## config.mk

```make
export PLATFORM = sky130hd
export DESIGN_NAME = alpha_trim_mean_flat
export DESIGN_NICKNAME = d
export VERILOG_FILES = /design/src/rtl/alpha_trim_mean_if.sv /design/src/rtl/alpha_trim_mean.sv /design/src/flat_wrapper.sv
export SDC_FILE = /design/constraint.sdc
export NUM_CORES = 1
export LEC_CHECK = 0
export CAP_MARGIN = 10
export CORE_ASPECT_RATIO = 0.9
export CORE_MARGIN = 2
export CORE_UTILIZATION = 52
export DETAILED_ROUTE_END_ITERATION = 12
export PLACE_DENSITY = 0.79
export SLEW_MARGIN = 20
export SYNTH_ARGS = -nofsm -noshare
export SYNTH_HDL_FRONTEND = slang
export SYNTH_SLANG_ARGS = --single-unit
```

## constraint.sdc

```tcl
create_clock -name clk -period 5.9 [get_ports clk]
set_input_delay 0.59 -clock clk [delete_from_list [all_inputs] [get_ports clk]]
set_output_delay 0.59 -clock clk [all_outputs]
set_load 0.005 [all_outputs]
```

## src/rtl/alpha_trim_mean_if.sv

```systemverilog
// alpha_trim_mean_if
//   Groups the sorter-facing inputs and the result outputs of the
//   alpha-trimmed mean stage.
//   Parameters must match the alpha_trim_mean instance it is attached to.
//   Signals:
//     sort_sig         window capture strobe (same pulse that starts the sorter)
//     data_unsort      DW*DN window samples, sample i at [i*DW +: DW]
//     sort_finish      sorter done pulse
//     sequence_sorted  rank-ordered sample indices, rank r at [r*DW_sequence +: DW_sequence]
//     mean_out         trimmed mean, held until the next result
//     mean_valid       one-cycle pulse when mean_out updates
//     busy             high whenever the stage is not idle
//     overrun          one-cycle pulse when a window is dropped
//   Modports: master drives the sorter side, slave is the mean stage.
interface alpha_trim_mean_if #(
    parameter int DN          = 25,
    parameter int DW          = 8,
    parameter int DW_sequence = $clog2(DN)
);
    logic                        sort_sig;
    logic [DW*DN-1:0]            data_unsort;
    logic                        sort_finish;
    logic [DW_sequence*DN-1:0]   sequence_sorted;
    logic [DW-1:0]               mean_out;
    logic                        mean_valid;
    logic                        busy;
    logic                        overrun;

    modport master (
        output sort_sig, data_unsort, sort_finish, sequence_sorted,
        input  mean_out, mean_valid, busy, overrun
    );

    modport slave (
        input  sort_sig, data_unsort, sort_finish, sequence_sorted,
        output mean_out, mean_valid, busy, overrun
    );
endinterface

```

## src/rtl/alpha_trim_mean.sv

```systemverilog
// alpha_trim_mean
//   Alpha-trimmed mean stage placed after the parallel sorter. The window is
//   captured on sort_sig, the rank-ordered index list is taken one cycle after
//   sort_finish, the TRIM smallest and TRIM largest samples are dropped, the
//   remaining KEEP samples are accumulated one per cycle and the sum is divided
//   by KEEP with a sequential restoring divider (one quotient bit per cycle).
//   Ports:
//     clk  rising-edge clock
//     rst  synchronous active-high reset
//     bus  alpha_trim_mean_if.slave (sort_sig, data_unsort, sort_finish,
//          sequence_sorted in; mean_out, mean_valid, busy, overrun out)
//   Build option:
//     ATM_ROUND_EN  defined: round half up (dividend = sum + KEEP/2)
//                   undefined: truncate (dividend = sum)
//   Latency: mean_valid is high KEEP+SUM_W+2 cycles after an accepted
//   sort_finish (32 at the defaults) in both builds.
module alpha_trim_mean #(
    parameter int DN          = 25,
    parameter int DW          = 8,
    parameter int DW_sequence = $clog2(DN),
    parameter int TRIM        = 4
) (
    input  logic              clk,
    input  logic              rst,
    alpha_trim_mean_if.slave  bus
);

    localparam int KEEP  = DN - 2 * TRIM;
    localparam int SUM_W = DW + $clog2(DN);
    localparam int REM_W = $clog2(KEEP) + 1;
    localparam int CNT_W = $clog2(SUM_W);

    localparam logic [DW_sequence-1:0] RANK_FIRST = DW_sequence'(TRIM);
    localparam logic [DW_sequence-1:0] RANK_LAST  = DW_sequence'(DN - 1 - TRIM);
    localparam logic [CNT_W-1:0]       DIV_LAST   = CNT_W'(SUM_W - 1);

    typedef enum logic [2:0] {
        IDLE     = 3'd0,
        WAIT_SEQ = 3'd1,
        SEQ      = 3'd2,
        ACCUM    = 3'd3,
        DIVIDE   = 3'd4,
        DONE     = 3'd5
    } state_t;

    state_t state, state_nx;

    logic [DW*DN-1:0]          win_reg;
    logic [DW_sequence*DN-1:0] seq_reg;
    logic [SUM_W-1:0]          sum;
    logic [DW_sequence-1:0]    rank;
    logic [SUM_W-1:0]          dividend;
    logic [REM_W-1:0]          rem;
    // Only the low DW quotient bits are kept: sum <= KEEP*(2^DW-1) means the
    // upper quotient bits are always zero.
    logic [DW-1:0]             quotient;
    logic [CNT_W-1:0]          div_cnt;

    logic [DW-1:0]             mean_out_r;
    logic                      mean_valid_r;
    logic                      busy_r;
    logic                      overrun_r;

    logic [DW_sequence-1:0]    idx;
    logic [DW-1:0]             sample;
    logic [SUM_W-1:0]          acc_nx;
    logic [REM_W:0]            trial;
    logic                      q_bit;
    logic [REM_W-1:0]          rem_nx;
    logic [DW-1:0]             q_nx;

    // Dividend loaded into the divider once accumulation completes.
    function automatic logic [SUM_W-1:0] div_load(input logic [SUM_W-1:0] s);
`ifdef ATM_ROUND_EN
        return s + SUM_W'(KEEP >> 1);
`else
        return s;
`endif
    endfunction

    // Accumulate path: sample at the current rank.
    always_comb begin
        idx    = seq_reg[int'(rank) * DW_sequence +: DW_sequence];
        sample = win_reg[int'(idx) * DW +: DW];
        acc_nx = sum + SUM_W'(sample);
    end

    // Restoring divide step: shift in the next dividend bit, subtract the
    // divisor when it fits.
    always_comb begin
        trial  = {rem, dividend[SUM_W-1]};
        q_bit  = (trial >= (REM_W + 1)'(KEEP));
        rem_nx = q_bit ? REM_W'(trial - (REM_W + 1)'(KEEP)) : trial[REM_W-1:0];
        q_nx   = {quotient[DW-2:0], q_bit};
    end

    always_ff @(posedge clk) begin
        if (rst) begin
            state <= IDLE;
        end else begin
            state <= state_nx;
        end
    end

    always_comb begin
        state_nx = state;
        case (state)
            IDLE:    if (bus.sort_finish) state_nx = SEQ;
            SEQ:     state_nx = ACCUM;
            ACCUM:   if (rank == RANK_LAST) state_nx = DIVIDE;
            DIVIDE:  if (div_cnt == DIV_LAST) state_nx = DONE;
            DONE:    state_nx = IDLE;
            default: state_nx = IDLE;
        endcase
    end

    always_ff @(posedge clk) begin
        if (rst) begin
            win_reg      <= '0;
            seq_reg      <= '0;
            sum          <= '0;
            rank         <= '0;
            dividend     <= '0;
            rem          <= '0;
            quotient     <= '0;
            div_cnt      <= '0;
            mean_out_r   <= '0;
            mean_valid_r <= 1'b0;
            busy_r       <= 1'b0;
            overrun_r    <= 1'b0;
        end else begin
            // Window capture is only allowed while idle so an in-flight
            // accumulation never sees its samples change.
            if (state == IDLE && bus.sort_sig) begin
                win_reg <= bus.data_unsort;
            end

            // --- SEQ: sorter output arrives one cycle after sort_finish ---
            if (state == SEQ) begin
                seq_reg <= bus.sequence_sorted;
                sum     <= '0;
                rank    <= RANK_FIRST;
            end

            // --- ACCUM: one kept rank per cycle ---
            if (state == ACCUM) begin
                sum  <= acc_nx;
                rank <= rank + 1'b1;
                if (rank == RANK_LAST) begin
                    dividend <= div_load(acc_nx);
                    rem      <= '0;
                    quotient <= '0;
                    div_cnt  <= '0;
                end
            end

            // --- DIVIDE: one quotient bit per cycle, MSB first ---
            if (state == DIVIDE) begin
                dividend <= {dividend[SUM_W-2:0], 1'b0};
                rem      <= rem_nx;
                quotient <= q_nx;
                div_cnt  <= div_cnt + 1'b1;
                if (div_cnt == DIV_LAST) begin
                    mean_out_r <= q_nx;
                end
            end

            // Outputs are registered from the next state so they line up with
            // the state they describe.
            busy_r       <= (state_nx != IDLE);
            mean_valid_r <= (state_nx == DONE);
            overrun_r    <= bus.sort_finish && (state != IDLE);
        end
    end

    assign bus.mean_out   = mean_out_r;
    assign bus.mean_valid = mean_valid_r;
    assign bus.busy       = busy_r;
    assign bus.overrun    = overrun_r;

endmodule

```

## src/flat_wrapper.sv

```systemverilog
// flat-port wrapper written by rule: the top's interface ports become plain ports
module alpha_trim_mean_flat 
#(
    parameter int DN          = 25,
    parameter int DW          = 8,
    parameter int DW_sequence = $clog2(DN),
    parameter int TRIM        = 4
)
  (clk, rst, bus_sort_sig, bus_data_unsort, bus_sort_finish, bus_sequence_sorted, bus_mean_out, bus_mean_valid, bus_busy, bus_overrun);
  alpha_trim_mean_if #(.DN(DN), .DW(DW), .DW_sequence(DW_sequence)) bus_i ();
  input  logic clk;
  input  logic rst;
  input wire logic [$bits(bus_i.sort_sig)-1:0] bus_sort_sig;
  input wire logic [$bits(bus_i.data_unsort)-1:0] bus_data_unsort;
  input wire logic [$bits(bus_i.sort_finish)-1:0] bus_sort_finish;
  input wire logic [$bits(bus_i.sequence_sorted)-1:0] bus_sequence_sorted;
  output wire logic [$bits(bus_i.mean_out)-1:0] bus_mean_out;
  output wire logic [$bits(bus_i.mean_valid)-1:0] bus_mean_valid;
  output wire logic [$bits(bus_i.busy)-1:0] bus_busy;
  output wire logic [$bits(bus_i.overrun)-1:0] bus_overrun;
  assign bus_i.sort_sig = bus_sort_sig;
  assign bus_i.data_unsort = bus_data_unsort;
  assign bus_i.sort_finish = bus_sort_finish;
  assign bus_i.sequence_sorted = bus_sequence_sorted;
  assign bus_mean_out = bus_i.mean_out;
  assign bus_mean_valid = bus_i.mean_valid;
  assign bus_busy = bus_i.busy;
  assign bus_overrun = bus_i.overrun;
  alpha_trim_mean #(.DN(DN), .DW(DW), .DW_sequence(DW_sequence), .TRIM(TRIM)) u_core (.clk(clk), .rst(rst), .bus(bus_i));
endmodule
```

==> deck_impl_summary.md, run 1 <==
Synthesis and Place & Route Summary

Outcome
  • Outcome: completed

Placement
  • Area post-placement: 20500 um2
  • Port bufs: 339
  • Dpl hpwl: 36.3 mm
  • RD Place Congestion: 0.935
  • Dpl cells: 2691
  • Pre-CTS setup slack: 0.353 ns

Final layout
  • Leading cell kind: logic gates
  • Layout Utilization: 68.2%
  • Fillers: 2619
  • Nets: 2663
  • Flops: 387
  • Antenna Cells: 3
  • Combinational share of cell area: 39.1%
  • Inverters: 13
  • Max FFs per register: 200
  • Number of multi-input logic gates: 1507
  • Ratio of cells with drive above 1 in the final layout: 7.29%
  • Logic cell area: 8530 um2
  • Area Overhead vs Synth: 28.4%
  • Non-clk buf share: 16.8%
  • Design area: 21900 um2
  • Top cells excl fill/tap: nand2_1, dfxtp_1, a21oi_1
  • Non-Filler Instances: 2766
  • Clock buf count: 59

Worst setup path
  • Worst path bufs/invs: 2
  • Worst Setup EP: u_core.sum[12]
  • Startpoint type of the worst setup path: flop
  • Worst Path Arrival: 5.90 ns
  • Crit-path cells: buf_4, mux4_2, o2111ai_1, nand4_4, and4_1, buf_4, a22oi_1, a31o_1, o211ai_1, fa_1, a21o_1, a21o_1, a21o_1, a21oi_1, o21bai_1, a21oi_2, o211ai_1, a31oi_1
  • Slowest cell on the critical path: dfxtp_1
  • CP top delay family: AND-OR/OR-AND gates
  • Max FO, Critical Path: 21
  • Crit path largest cell delay: 0.88 ns
  • Reg-to-reg slack, setup: 0.44 ns
  • FF-to-FF End: u_core.sum[12]
  • Top cell by count, worst path: a21o_1
  • Setup CP Type: flop to flop
  • CP Capture Type: flop
  • Crit path launch: u_core.rank[3]
  • Reg2Reg Launch Point: u_core.rank[3]
  • Required @ worst endpoint: 6.34 ns
  • Levels on crit path: 18
  • Cells on worst reg2reg path: 18

Global routing
  • Grt met2 use: 47.3%
  • Largest net degree at the start of global routing: 176
  • First-pass GRT wire length: 79.3 mm
  • Gr ovfl total: 0
  • Gr busiest metal: met2
  • Met1 usage: 37.8%
  • GRT met3 Usage: 5.18%
  • Initial antenna violation count: 3

Logic synthesis
  • Post-synth EDFFs: 0
  • Top logic family: simple AND/OR/NAND/NOR gates
  • Mapped Cells: 2070
  • Post-Syn Area: 17000 um2
  • Synth Area in Adders: 1.29%
  • Net Count, Synth: 2416
  • Yosys Chip Area: 17000 um2
  • Basic Gates by Area: 19.9%
  • Most frequent cell after synthesis: nand2_1
  • Top-area cell share: 45.5%
  • Synth Seq Share: 45.5%
  • Yosys xor share: 0.669%
  • Unique cell type count in the Yosys netlist: 65
  • Aoi share: 16.2%
  • Syn. warnings: 0
  • Ys flop type: dfxtp_1
  • Yosys stat cell total: 2070
  • Post-synth mux share: 11.8%
  • Async set-reset flop share out of synthesis: 0%
  • FF+latch count, synth: 387
  • Synth Area per Inst: 8.22 um2
  • Synth top cells by count: nand2_1, dfxtp_1, a21oi_1

Drt
  • Met3 wire len: 3.94 mm
  • DR vias: 15800
  • Final wirelength: 50.7 mm
  • WL met2: 23.7 mm
  • Drt drc: 0
  • Initial drt markers: 1352
  • Via/cell ratio: 5.70
  • Pre-Repair DR Iteration Count: 5
  • Final ANT Viol Nets: 0

STA
  • Worst-Margin Slew: 0.979 ns
  • Max-slew violation count: 0
  • # setup viols final: 0
  • Max Clk Rate: 0.183 GHz
  • Final Cycle Share: 92.5%
  • Skew final: 0.00987 ns
  • RSZ-0062 raised after global routing: false
  • Fin. Hold Viols: 0
  • Final hold slack: 0.451 ns
  • Final min period: 5.46 ns
  • Final setup TNS: 0 ns
  • Worst slew margin: 34.7%
  • PnR worst setup slack: 0.440 ns

Floorplanning
  • I/O pin total: 340
  • Core outline area: 32000 um2
  • Chip width: 195 um
  • Fp util: 53.1%
  • Tap Cells: 416
  • Number of core rows: 62
  • Die height: 176 um
  • Die Size: 34200 um2

Power and ir drop
  • Clk pwr share: 39.4%
  • Pwr Density: 294 nW/um2
  • Peak VDD IR: 0.190 mV
  • Pwr top: registers
  • Sequential cell fraction of total power: 44.7%
  • NetSw: 1.69 mW
  • Internal Power: 4.75 mW
  • Comb. pwr: 1.02 mW
  • Combinational power share: 15.9%
  • Static Leak: 8.28 nW
  • Total power: 6.43 mW
  • Clock Power: 2.53 mW

Clocking
  • Clock Tree Root: clkbuf_16
  • CTS Sinks: 387
  • Late-Pin Clk Latency: 0.52 ns
  • Clock slew at reported path FFs: 0.06 ns
  • Post-cts gate resize count: 0
  • CTS tree: built
  • H-tree depth: 2
  • Hold_buf cts: 0
  • Clk buf depth: 3
  • Total CTS buffers: 40

Min path
  • Min-delay src: u_core.seq_reg[85]
  • Endpoint, Worst Hold: u_core.seq_reg[85]
  • WHS Path Cells: 2
  • Worst Hold Class: flop to flop

Job
  • Log Warnings: 35
  • Maxcap violations: 0
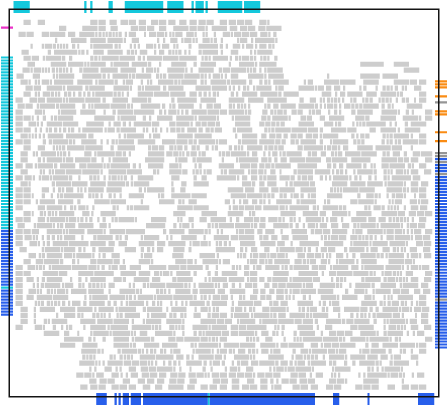
Run 1: pin map
Pins as bars across the die edge, other pins in gray.
orange -> bus_mean_out  # pins 8, direction output, edge right
magenta -> clk  # pins 1, direction input, edge left
blue -> bus_data_unsort  # pins 200, direction input, edge 111 bottom, 61 right, 28 left
cyan -> bus_sequence_sorted  # pins 125, direction input, edge 65 top, 59 left, 1 bottom
all pins by edge = 112 bottom, 88 left, 75 right, 65 top

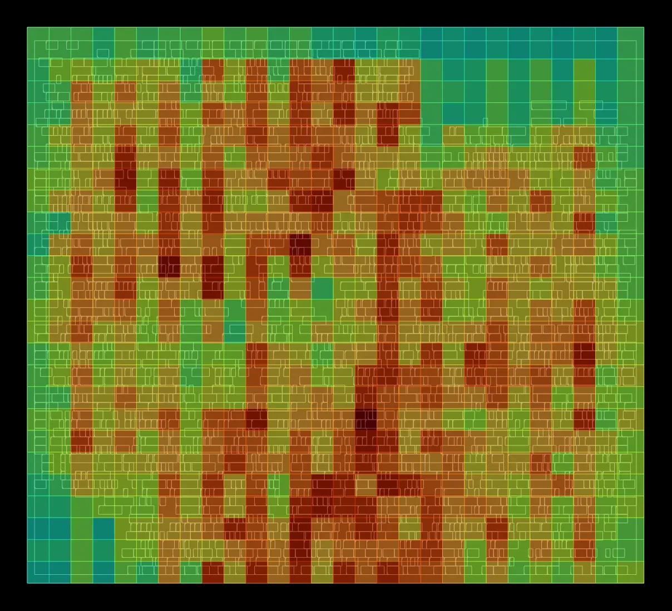
Run 1: routing congestion
Routed WL per cell: 18.3 um
Overall Global Routing Usage: 28.9%

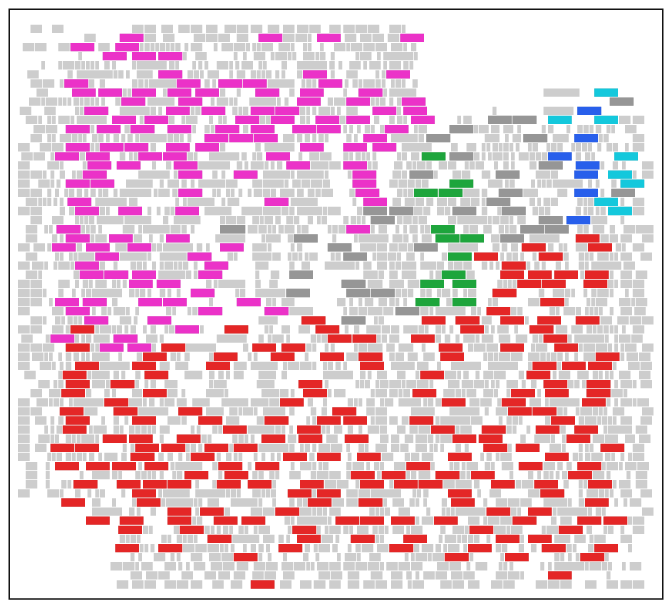
Run 1: where the registers sit
Other sequential cells in the stronger gray, the rest of the logic in the fainter gray.
cyan -> u_core.bus.mean_out  # placed flops 8, where top right
blue -> u_core.quotient  # placed flops 7, where top right
green -> u_core.dividend  # placed flops 13
red -> u_core.win_reg  # placed flops 200
magenta -> u_core.seq_reg  # placed flops 125
not colored = 34
flop share of the area: 35.5%
seq pwr: 2.88 mW
FF+latch area: 7750 um2

==> run 2, diff against run 1 <==
Clock period 5.9 ns to 6.25 ns, I/O delays scaled along.
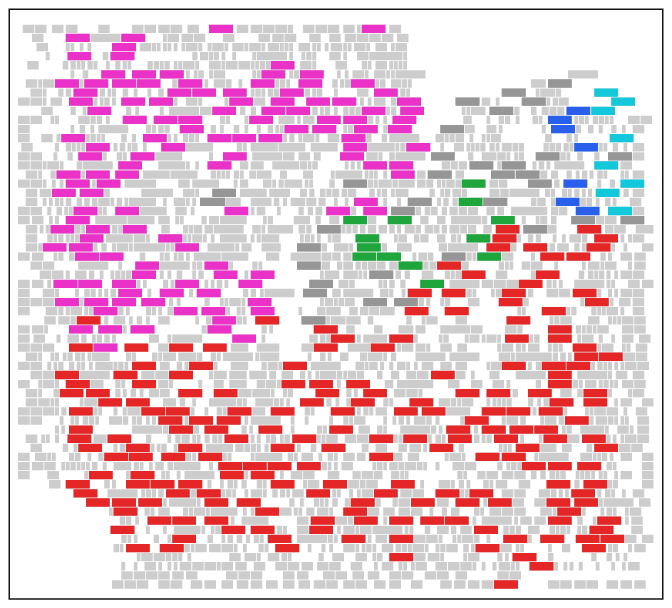
Run 2: where the registers sit
Other sequential cells in the stronger gray, the rest of the logic in the fainter gray.
Layout Utilization: 67.8%
flop share of the area: 35.7%
seq pwr: 2.72 mW

==> run 2 against run 1 <==
Effect of this change:
- routed wire length is 1.5% lower
- critical endpoint unchanged
- die area stayed put
- via count is 2.5% lower
==> deck_impl_summary.md, run 2 <==
Synthesis and Place & Route Summary

Worst setup path
  • Crit path launch: u_core.rank[2]
  • Required @ worst endpoint: 6.68 ns
  • Cells on worst reg2reg path: 18
  • Top cell by count, worst path: a21o_1
  • Worst path bufs/invs: 1
  • Reg-to-reg slack, setup: 0.39 ns
  • Crit path largest cell delay: 0.59 ns
  • Reg2Reg Launch Point: u_core.rank[2]
  • Worst Path Arrival: 6.29 ns
  • Max FO, Critical Path: 20
  • Levels on crit path: 18

Power and ir drop
  • Pwr top: registers
  • Pwr Density: 276 nW/um2
  • Clock Power: 2.33 mW
  • NetSw: 1.56 mW
  • Comb. pwr: 0.946 mW
  • Clk pwr share: 38.8%
  • Internal Power: 4.43 mW

Drt
  • Initial drt markers: 1218
  • Drt drc: 0
  • WL met2: 23.2 mm
  • Met3 wire len: 3.58 mm

Placement
  • Dpl cells: 2683
  • Dpl hpwl: 35.8 mm
  • Area post-placement: 20400 um2

Job
  • Maxcap violations: 0
  • Log Warnings: 40

Logic synthesis
  • Yosys stat cell total: 2070
  • Synth Area in Adders: 1.29%
  • Top-area cell share: 45.5%
  • Ys flop type: dfxtp_1
  • Synth Area per Inst: 8.22 um2
  • Top logic family: simple AND/OR/NAND/NOR gates
  • Post-synth mux share: 11.8%
  • Aoi share: 16.2%
  • Post-synth EDFFs: 0
  • Most frequent cell after synthesis: nand2_1
  • Post-Syn Area: 17000 um2
  • FF+latch count, synth: 387

Floorplanning
  • Fp util: 53.1%
  • I/O pin total: 340
  • Core outline area: 32000 um2
  • Die Size: 34200 um2
  • Tap Cells: 416
  • Chip width: 195 um

Final layout
  • Max FFs per register: 200
  • Ratio of cells with drive above 1 in the final layout: 6.69%
  • Clock buf count: 53
  • Top cells excl fill/tap: nand2_1, dfxtp_1, a21oi_1
  • Combinational share of cell area: 39.3%
  • Antenna Cells: 2
  • Flops: 387
  • Leading cell kind: logic gates
  • Number of multi-input logic gates: 1507
  • Non-clk buf share: 16.6%
  • Area Overhead vs Synth: 27.6%
  • Inverters: 13
  • Fillers: 2625

Clocking
  • Clock Tree Root: clkbuf_16
  • H-tree depth: 2
  • Post-cts gate resize count: 0
  • CTS Sinks: 387

Outcome
  • Outcome: completed

STA
  • Final setup TNS: 0 ns
  • Fin. Hold Viols: 0
  • Worst-Margin Slew: 1.03 ns
  • PnR worst setup slack: 0.393 ns
  • # setup viols final: 0
  • RSZ-0062 raised after global routing: false
  • Final hold slack: 0.453 ns

Global routing
  • Initial antenna violation count: 2
  • Overall Global Routing Usage: 28.5%
  • Gr ovfl total: 0
  • Largest net degree at the start of global routing: 155
  • Grt met2 use: 47.1%

Min path
  • Worst Hold Class: flop to flop
==> run 3, diff against run 2 <==
Settings changed: CORE_MARGIN 2 to 5, SETUP_SLACK_MARGIN set to 0.2.
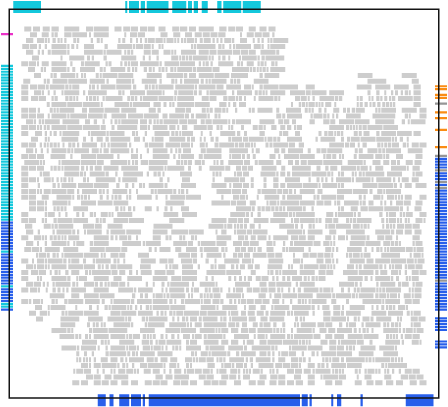
Run 3: pin map
Pins as bars across the die edge, other pins in gray.
blue -> bus_data_unsort  # pins 200, direction input, edge 116 bottom, 57 right, 27 left
orange -> bus_mean_out  # pins 8, direction output, edge right
cyan -> bus_sequence_sorted  # pins 125, direction input, edge 67 top, 58 left
magenta -> clk  # pins 1, direction input, edge left
all pins by edge = 116 bottom, 86 left, 71 right, 67 top

==> run 3 against run 2 <==
Effect of this change:
- flip-flop count stayed put
- register-to-register slack better by 0.22 ns
- global-route usage is 1.9 points lower
- clock power hardly changed
- sequential share of layout area hardly changed
- first-iteration DRC count is 9.0% higher
- routed wire length is 2.2% higher
- highest routed layer is now met5
==> deck_impl_summary.md, run 3 <==
Synthesis and Place & Route Summary

Outcome
  • Outcome: completed

Power and ir drop
  • Clock Power: 2.35 mW
  • Sequential cell fraction of total power: 45.3%
  • NetSw: 1.55 mW
  • Combinational power share: 15.7%
  • Internal Power: 4.46 mW
  • Pwr top: registers
  • Seq pwr: 2.72 mW
  • Total power: 6.01 mW
  • Comb. pwr: 0.941 mW
  • Pwr Density: 276 nW/um2
  • Peak VDD IR: 0.156 mV
  • Static Leak: 8.22 nW

Placement
  • Pre-CTS setup slack: 0.324 ns
  • RD Place Congestion: 0.943
  • Port bufs: 339
  • Dpl cells: 2683

Clocking
  • Clock slew at reported path FFs: 0.06 ns
  • Total CTS buffers: 40
  • H-tree depth: 2
  • Late-Pin Clk Latency: 0.51 ns
  • Post-cts gate resize count: 0
  • Hold_buf cts: 0
  • CTS tree: built
  • Clock Tree Root: clkbuf_16
  • CTS Sinks: 387

Floorplanning
  • I/O pin total: 340
  • Fp util: 53.0%
  • Number of core rows: 62
  • Chip width: 201 um
  • Tap Cells: 416

Final layout
  • Top cells excl fill/tap: nand2_1, dfxtp_1, a21oi_1
  • Non-Filler Instances: 2751
  • Ratio of cells with drive above 1 in the final layout: 6.77%
  • Inverters: 13
  • Max FFs per register: 200
  • FF+latch area: 7750 um2
  • Flops: 387
  • Logic cell area: 8530 um2
  • Flop share of the area: 35.7%
  • Fillers: 2556
  • Non-clk buf share: 16.5%
  • Antenna Cells: 0
  • Area Overhead vs Synth: 27.7%
  • Combinational share of cell area: 39.3%
  • Clock buf count: 60

Logic synthesis
  • Post-synth mux share: 11.8%
  • Synth Area in Adders: 1.29%
  • Unique cell type count in the Yosys netlist: 65
  • Top-area cell share: 45.5%
  • Net Count, Synth: 2416
  • Yosys stat cell total: 2070
  • Synth Seq Share: 45.5%
  • Yosys Chip Area: 17000 um2
  • Yosys xor share: 0.669%
  • Top logic family: simple AND/OR/NAND/NOR gates
  • Synth Area per Inst: 8.22 um2

Worst setup path
  • Levels on crit path: 19
  • Startpoint type of the worst setup path: flop
  • Worst path bufs/invs: 1
  • Worst Setup EP: u_core.dividend[8]
  • Setup CP Type: flop to flop
  • FF-to-FF End: u_core.dividend[8]
  • CP Capture Type: flop
  • Crit-path cells: buf_4, mux4_2, nand2_1, a32o_1, a31o_4, mux2_2, a22o_1, a221oi_2, o211ai_1, ha_1, fa_1, a21o_1, a21o_1, a21o_1, a21oi_1, o21bai_1, a21oi_2, xnor2_1, o22ai_1
  • Cells on worst reg2reg path: 19
  • Required @ worst endpoint: 6.62 ns
  • CP top delay family: AND-OR/OR-AND gates
  • Reg-to-reg slack, setup: 0.62 ns
  • Max FO, Critical Path: 33
  • Worst Path Arrival: 6.00 ns

Min path
  • Min-delay src: u_core.bus.mean_out[4]
  • Endpoint, Worst Hold: u_core.bus.mean_out[4]

Drt
  • Final wirelength: 51.1 mm
  • Initial drt markers: 1328
  • Pre-Repair DR Iteration Count: 7
  • Via/cell ratio: 5.61
  • Drt drc: 0
  • Final ANT Viol Nets: 0
  • Met3 wire len: 3.74 mm
  • WL met2: 23.8 mm
  • DR vias: 15400

STA
  • Final setup TNS: 0 ns
  • Worst slew margin: 27.0%
  • Fin. Hold Viols: 0
  • Max Clk Rate: 0.177 GHz
  • Worst-Margin Slew: 1.10 ns
  • Final hold slack: 0.451 ns
  • Skew final: 0.00956 ns
  • # setup viols final: 0
  • PnR worst setup slack: 0.616 ns
  • Final min period: 5.63 ns
  • Max-slew violation count: 0

Global routing
  • Gr ovfl total: 0
  • GRT met3 Usage: 4.85%
  • Initial antenna violation count: 1
  • Gr busiest metal: met2
  • Overall Global Routing Usage: 26.6%
  • Largest net degree at the start of global routing: 201
  • First-pass GRT wire length: 80.0 mm
  • Grt met2 use: 43.3%

Job
  • Log Warnings: 39
  • Maxcap violations: 0
Power figures rest on the tool's default switching activity, not on a simulated workload.
